===== src/rtl/mat_pkg.sv =====
// rtl/mat_pkg.sv - shared state encoding and width helper for the matrix datapath
package mat_pkg;

    typedef enum logic [1:0] {
        LOAD_A = 2'd0,
        LOAD_B = 2'd1,
        FULL   = 2'd2
    } mat_state_t;

    // Bits needed to index n items, never less than one.
    function automatic int clog2_min1(input int n);
        int w;
        w = 1;
        while ((1 << w) < n) w++;
        return w;
    endfunction

endpackage


===== src/rtl/mat_loader_if.sv =====
// rtl/mat_loader_if.sv - element stream in, packed matrices out
interface mat_loader_if #(
    parameter int Bit = 3,
    parameter int N   = 2,
    parameter int M   = 2,
    parameter int P   = 2
);
    logic [Bit-1:0]     elem_in;
    logic               elem_valid;
    logic               elem_ready;
    logic [Bit*N*M-1:0] matriz_A;
    logic [Bit*M*P-1:0] matriz_B;
    logic               mat_valid;
    logic               mat_ready;

    modport slave (
        input  elem_in, elem_valid, mat_ready,
        output elem_ready, matriz_A, matriz_B, mat_valid
    );

    modport master (
        output elem_in, elem_valid, mat_ready,
        input  elem_ready, matriz_A, matriz_B, mat_valid
    );
endinterface


===== src/rtl/mat_slot_writer.sv =====
// rtl/mat_slot_writer.sv - packed register bus with single-slot indexed write
module mat_slot_writer #(
    parameter int W     = 3,
    parameter int SLOTS = 4,
    parameter int IW    = 2
) (
    input  logic               clk,
    input  logic               rst_n,
    input  logic               we,
    input  logic [IW-1:0]      idx,
    input  logic [W-1:0]       din,
    output logic [W*SLOTS-1:0] bus
);

    always_ff @(posedge clk or negedge rst_n) begin
        if (!rst_n) begin
            bus <= '0;
        end else if (we) begin
            for (int s = 0; s < SLOTS; s++) begin
                if (idx == IW'(s)) bus[s*W +: W] <= din;
            end
        end
    end

endmodule


===== src/rtl/mat_loader.sv =====
// rtl/mat_loader.sv - serial element stream to packed A (row-major) and B (column-major)
module mat_loader
    import mat_pkg::*;
#(
    parameter int Bit = 3,
    parameter int N   = 2,
    parameter int M   = 2,
    parameter int P   = 2
) (
    input  logic       clk,
    input  logic       rst_n,
    input  logic       clk_enable,
    input  logic       clear,
    mat_loader_if.slave bus
);

    localparam int AW = clog2_min1(N * M);
    localparam int KW = clog2_min1(M);
    localparam int JW = clog2_min1(P);
    localparam int BW = clog2_min1(M * P);

    mat_state_t         state, next_state;
    logic [AW-1:0]      idx, idx_n;
    logic [KW-1:0]      k, k_n;
    logic [JW-1:0]      j, j_n;
    logic               ready_q;
    logic               accept;
    logic               we_a, we_b;
    logic [BW-1:0]      b_slot;
    logic [Bit*N*M-1:0] bus_a;
    logic [Bit*M*P-1:0] bus_b;

    assign accept = bus.elem_valid & ready_q & clk_enable;
    assign we_a   = accept & ~clear & (state == LOAD_A);
    assign we_b   = accept & ~clear & (state == LOAD_B);
    // B arrives row-major but is stored column-major: (k,j) -> j*M+k.
    assign b_slot = BW'(int'(j) * M + int'(k));

    always_comb begin
        next_state = state;
        idx_n      = idx;
        k_n        = k;
        j_n        = j;
        case (state)
            LOAD_A: begin
                if (accept) begin
                    if (idx == AW'(N * M - 1)) begin
                        idx_n      = '0;
                        k_n        = '0;
                        j_n        = '0;
                        next_state = LOAD_B;
                    end else begin
                        idx_n = idx + AW'(1);
                    end
                end
            end
            LOAD_B: begin
                if (accept) begin
                    if (j == JW'(P - 1)) begin
                        j_n = '0;
                        if (k == KW'(M - 1)) begin
                            k_n        = '0;
                            next_state = FULL;
                        end else begin
                            k_n = k + KW'(1);
                        end
                    end else begin
                        j_n = j + JW'(1);
                    end
                end
            end
            FULL: begin
                if (bus.mat_ready) begin
                    idx_n      = '0;
                    k_n        = '0;
                    j_n        = '0;
                    next_state = LOAD_A;
                end
            end
            default: next_state = LOAD_A;
        endcase
        if (clear) begin
            idx_n      = '0;
            k_n        = '0;
            j_n        = '0;
            next_state = LOAD_A;
        end
    end

    // ready is registered so it stays low through reset and drops together with mat_valid rising.
    always_ff @(posedge clk or negedge rst_n) begin
        if (!rst_n) begin
            state   <= LOAD_A;
            idx     <= '0;
            k       <= '0;
            j       <= '0;
            ready_q <= 1'b0;
        end else if (clk_enable) begin
            state   <= next_state;
            idx     <= idx_n;
            k       <= k_n;
            j       <= j_n;
            ready_q <= (next_state != FULL);
        end
    end

    mat_slot_writer #(.W(Bit), .SLOTS(N * M), .IW(AW)) u_wr_a (
        .clk   (clk),
        .rst_n (rst_n),
        .we    (we_a),
        .idx   (idx),
        .din   (bus.elem_in),
        .bus   (bus_a)
    );

    mat_slot_writer #(.W(Bit), .SLOTS(M * P), .IW(BW)) u_wr_b (
        .clk   (clk),
        .rst_n (rst_n),
        .we    (we_b),
        .idx   (b_slot),
        .din   (bus.elem_in),
        .bus   (bus_b)
    );

    assign bus.matriz_A   = bus_a;
    assign bus.matriz_B   = bus_b;
    assign bus.elem_ready = ready_q;
    assign bus.mat_valid  = (state == FULL);

endmodule


===== src/flat_wrapper.sv =====
// flat-port wrapper written by rule: the top's interface ports become plain ports
module mat_loader_flat import mat_pkg::*;
#(
    parameter int Bit = 3,
    parameter int N   = 2,
    parameter int M   = 2,
    parameter int P   = 2
)
  (clk, rst_n, clk_enable, clear, bus_elem_in, bus_elem_valid, bus_mat_ready, bus_elem_ready, bus_matriz_A, bus_matriz_B, bus_mat_valid);
  mat_loader_if #(.Bit(Bit), .N(N), .M(M), .P(P)) bus_i ();
  input  logic clk;
  input  logic rst_n;
  input  logic clk_enable;
  input  logic clear;
  input wire logic [$bits(bus_i.elem_in)-1:0] bus_elem_in;
  input wire logic [$bits(bus_i.elem_valid)-1:0] bus_elem_valid;
  input wire logic [$bits(bus_i.mat_ready)-1:0] bus_mat_ready;
  output wire logic [$bits(bus_i.elem_ready)-1:0] bus_elem_ready;
  output wire logic [$bits(bus_i.matriz_A)-1:0] bus_matriz_A;
  output wire logic [$bits(bus_i.matriz_B)-1:0] bus_matriz_B;
  output wire logic [$bits(bus_i.mat_valid)-1:0] bus_mat_valid;
  assign bus_i.elem_in = bus_elem_in;
  assign bus_i.elem_valid = bus_elem_valid;
  assign bus_i.mat_ready = bus_mat_ready;
  assign bus_elem_ready = bus_i.elem_ready;
  assign bus_matriz_A = bus_i.matriz_A;
  assign bus_matriz_B = bus_i.matriz_B;
  assign bus_mat_valid = bus_i.mat_valid;
  mat_loader #(.Bit(Bit), .N(N), .M(M), .P(P)) u_core (.clk(clk), .rst_n(rst_n), .clk_enable(clk_enable), .clear(clear), .bus(bus_i));
endmodule

===== config.mk =====
export PLATFORM = sky130hd
export DESIGN_NAME = mat_loader_flat
export DESIGN_NICKNAME = d
export VERILOG_FILES = /design/src/rtl/mat_pkg.sv /design/src/rtl/mat_loader_if.sv /design/src/rtl/mat_slot_writer.sv /design/src/rtl/mat_loader.sv /design/src/flat_wrapper.sv
export SDC_FILE = /design/constraint.sdc
export NUM_CORES = 1
export LEC_CHECK = 0
export CAP_MARGIN = 20
export CORE_UTILIZATION = 52
export CTS_BUF_LIST = sky130_fd_sc_hd__clkbuf_16
export DETAILED_ROUTE_END_ITERATION = 6
export GPL_TIMING_DRIVEN = 1
export HOLD_SLACK_MARGIN = 0.03
export PLACE_DENSITY = 0.84
export SYNTH_ARGS = -nofsm -noshare
export SYNTH_HDL_FRONTEND = slang
export SYNTH_HIERARCHICAL = 1
export SYNTH_SLANG_ARGS = --single-unit

===== constraint.sdc =====
create_clock -name clk -period 2.8 [get_ports clk]
set_clock_uncertainty 0.2 [all_clocks]
set_input_delay 0.84 -clock clk [delete_from_list [all_inputs] [get_ports clk]]
set_output_delay 0.84 -clock clk [all_outputs]
set_load 0.01 [all_outputs]

==> reports/summary.rpt <==
MIN PATH
--------------------------------------------------------------------------------------
Worst Hold End                                                            u_core/u_wr_a/bus[8]
Hold Path Origin                                                          u_core/u_wr_a/bus[8]
Path category of the worst min-delay check                                     reg2reg

YOSYS
--------------------------------------------------------------------------------------
Compound Share, Synth                                                           0.0607
Net Count, Synth                                                                   117
XOR Share, Synth                                                                     0
Synthesized-area fraction occupied by and/or/nand/nor cells                      0.169
Mux contribution to synthesized area                                             0.198
Adder and majority cell fraction of the synthesized area                       0.00867
Yosys stat cell total                                                              107
Number of distinct standard cells referenced by the synthesized netlist             29
Dominant non-sequential cell family after synthesis                       multiplexers

GLOBAL ROUTE
--------------------------------------------------------------------------------------
Total GRT Usage                                                                  0.252
GR Overflow Total                                                                    0
Vias in the first global route                                                    1032
Grt met1 use                                                                     0.314
Number of antenna violations at the first check in global routing                    0
Top Usage Layer GRT                                                               met2

CRITICAL PATH
--------------------------------------------------------------------------------------
Endpoint arrival time on the critical path                                     1.58 ns
Number of cells traversed by the worst register-to-register path                     5
Critical path fanouts, max                                                           9
Maximum single-stage delay on the critical path                                0.54 ns
Reg2Reg Launch Point                                                      u_core/state[0]
Worst Setup SP                                                            u_core/state[1]
Critical Path End                                                         bus_mat_valid
Worst Setup End Kind                                                        output pin

FINISH
--------------------------------------------------------------------------------------
Final Non-Filler Cells                                                             181
Sequential Area                                                              776 sq um
Largest registers ranked by flip-flop count                               u_core/u_wr_a/bus (12), u_core/u_wr_b/bus (12)
Number of fill cells                                                               163
Non-clock inverter instance count of the final layout                                3
Layout Utilization                                                               0.776
Sequential share of cell area                                                    0.393
Dominant logic cell type in the layout                                    sky130_fd_sc_hd__clkdlybuf4s50_1
Fraction of standard cell area in multi-input logic                              0.319
CLK BUF                                                                              5
Fraction of final layout cells with drive strength greater than 1                0.291

STATUS
--------------------------------------------------------------------------------------
Status                                                                    complete, no violations

DIE
--------------------------------------------------------------------------------------
Core area                                                                   2540 sq um
I/O pin count                                                                       35
Die Y-Extent                                                                   54.7 um
Tapcell Cnt                                                                         30

PWR
--------------------------------------------------------------------------------------
Seq power                                                                       538 uW
Combinational share of power                                                     0.184
Maximum vdd drop                                                              0.628 mV
Group drawing the most power                                                 registers
Proportion of power drawn by flip-flops and latches                              0.432
Fraction of power consumed by the clock network                                  0.384
Leakage power figure                                                          0.887 nW

DRT
--------------------------------------------------------------------------------------
TritonRoute pass-1 iters                                                             4
Wirelength, routed                                                             3.24 mm
Count of routing violations after the opening detailed-route iteration              15
Vias after detailed routing                                                       1039

PLACE
--------------------------------------------------------------------------------------
Sum of net half-perimeters after detailed placement                            2.19 mm
Worst slack after detailed placement                                         0.0197 ns
Count of input and output buffers                                                   34
Instance area at placement                                                  1850 sq um

CLOCK TREE
--------------------------------------------------------------------------------------
Inserted Clock Buffers                                                               5
Clock transition at path regs                                                  0.05 ns
CTS tree                                                                           yes
Clock sink total                                                                    31
Late-Pin Clk Latency                                                           0.27 ns

TIMING
--------------------------------------------------------------------------------------
Final hold violation count                                                           0
Peak clock frequency supported by timing                                       382 MHz
Worst Max-Slew Pin Slew                                                       0.393 ns
Setup_tns                                                                         0 ns

RUN
--------------------------------------------------------------------------------------
Number of max-cap violations                                                         0

cell usage after synthesis:
cell type	instances	area (sq um)
sky130_fd_sc_hd__dfrtp_1	31	776
sky130_fd_sc_hd__mux2_2	24	270
sky130_fd_sc_hd__nand3b_1	6	45.0
sky130_fd_sc_hd__nand2_1	4	15.0
sky130_fd_sc_hd__a21oi_1	3	15.0
sky130_fd_sc_hd__a31oi_1	3	18.8
sky130_fd_sc_hd__inv_1	3	11.3
sky130_fd_sc_hd__nand3_1	3	15.0
sky130_fd_sc_hd__nand4_1	3	18.8
sky130_fd_sc_hd__and3_1	2	12.5
sky130_fd_sc_hd__buf_6	2	22.5
sky130_fd_sc_hd__nand2b_1	2	12.5
sky130_fd_sc_hd__nor2_1	2	7.51
sky130_fd_sc_hd__nor2b_1	2	12.5
sky130_fd_sc_hd__nor3b_4	2	37.5
sky130_fd_sc_hd__o2bb2ai_1	2	17.5
sky130_fd_sc_hd__a211o_1	1	8.76
sky130_fd_sc_hd__a221oi_2	1	15.0
sky130_fd_sc_hd__and2_1	1	6.26
sky130_fd_sc_hd__and4_4	1	11.3
sky130_fd_sc_hd__buf_2	1	5.00
sky130_fd_sc_hd__ha_1	1	12.5
sky130_fd_sc_hd__mux2_4	1	15.0
sky130_fd_sc_hd__nor2_2	1	6.26
sky130_fd_sc_hd__nor3_1	1	5.00
sky130_fd_sc_hd__nor4b_2	1	15.0
sky130_fd_sc_hd__nor4b_4	1	23.8
sky130_fd_sc_hd__o211ai_1	1	7.51
sky130_fd_sc_hd__o21ai_1	1	5.00
metal layers:
metal,vias up,share of wire
li1,485,-
met1,517,0.41
met2,29,0.50
met3,8,0.062
met4,0,0.020
met5,-,0
worst max-delay path, delay by kind of cell, from the launching register on:
family	cells	cell delay, ns
buf+inv	2	0.64
flops	1	0.54
simple gates	1	0.12
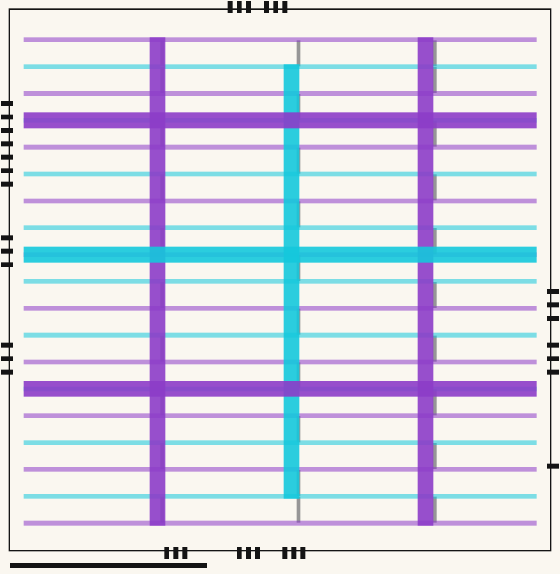
power_grid.png
Scale bar: 20 um. Pins as bars on the die edge. Tap cells in grey.
Key: VSS = purple; VDD = cyan
19 met1 rails follow the rows. The core has 18 rows. 3 straps on met4. 30 tap cells. 35 signal pins sit on the boundary.

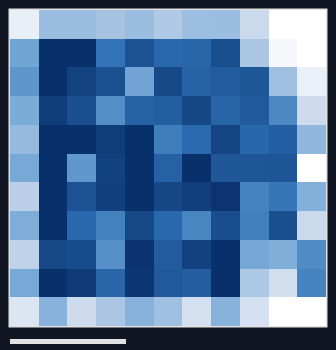
cell_density.png
Scale bar: 20 um. 11 x 11 tiles, from white (low) to dark blue (high), 0 to 100% covered.
The densest ninth of the die: middle. The fullest tile reaches 100%. 51% of the tiles are over 75% full. The mean over all tiles is 65%.

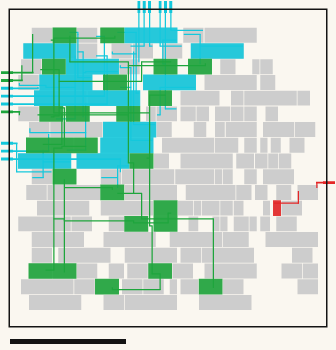
io_fan.png
Scale bar: 20 um.
Key: bus_mat_valid = red [bits 1, direction output, edge right, end cells 1, buffers 1, wire 8.20 um]; bus_matriz_B = cyan [bits 12, direction output, edge 6 top, 6 left, end cells 12, buffers 12, wire 345 um]; bus_elem_in = green [bits 3, direction input, edge left, end cells 24, buffers 3, wire 332 um]

Power and IR drop assume default switching activity.
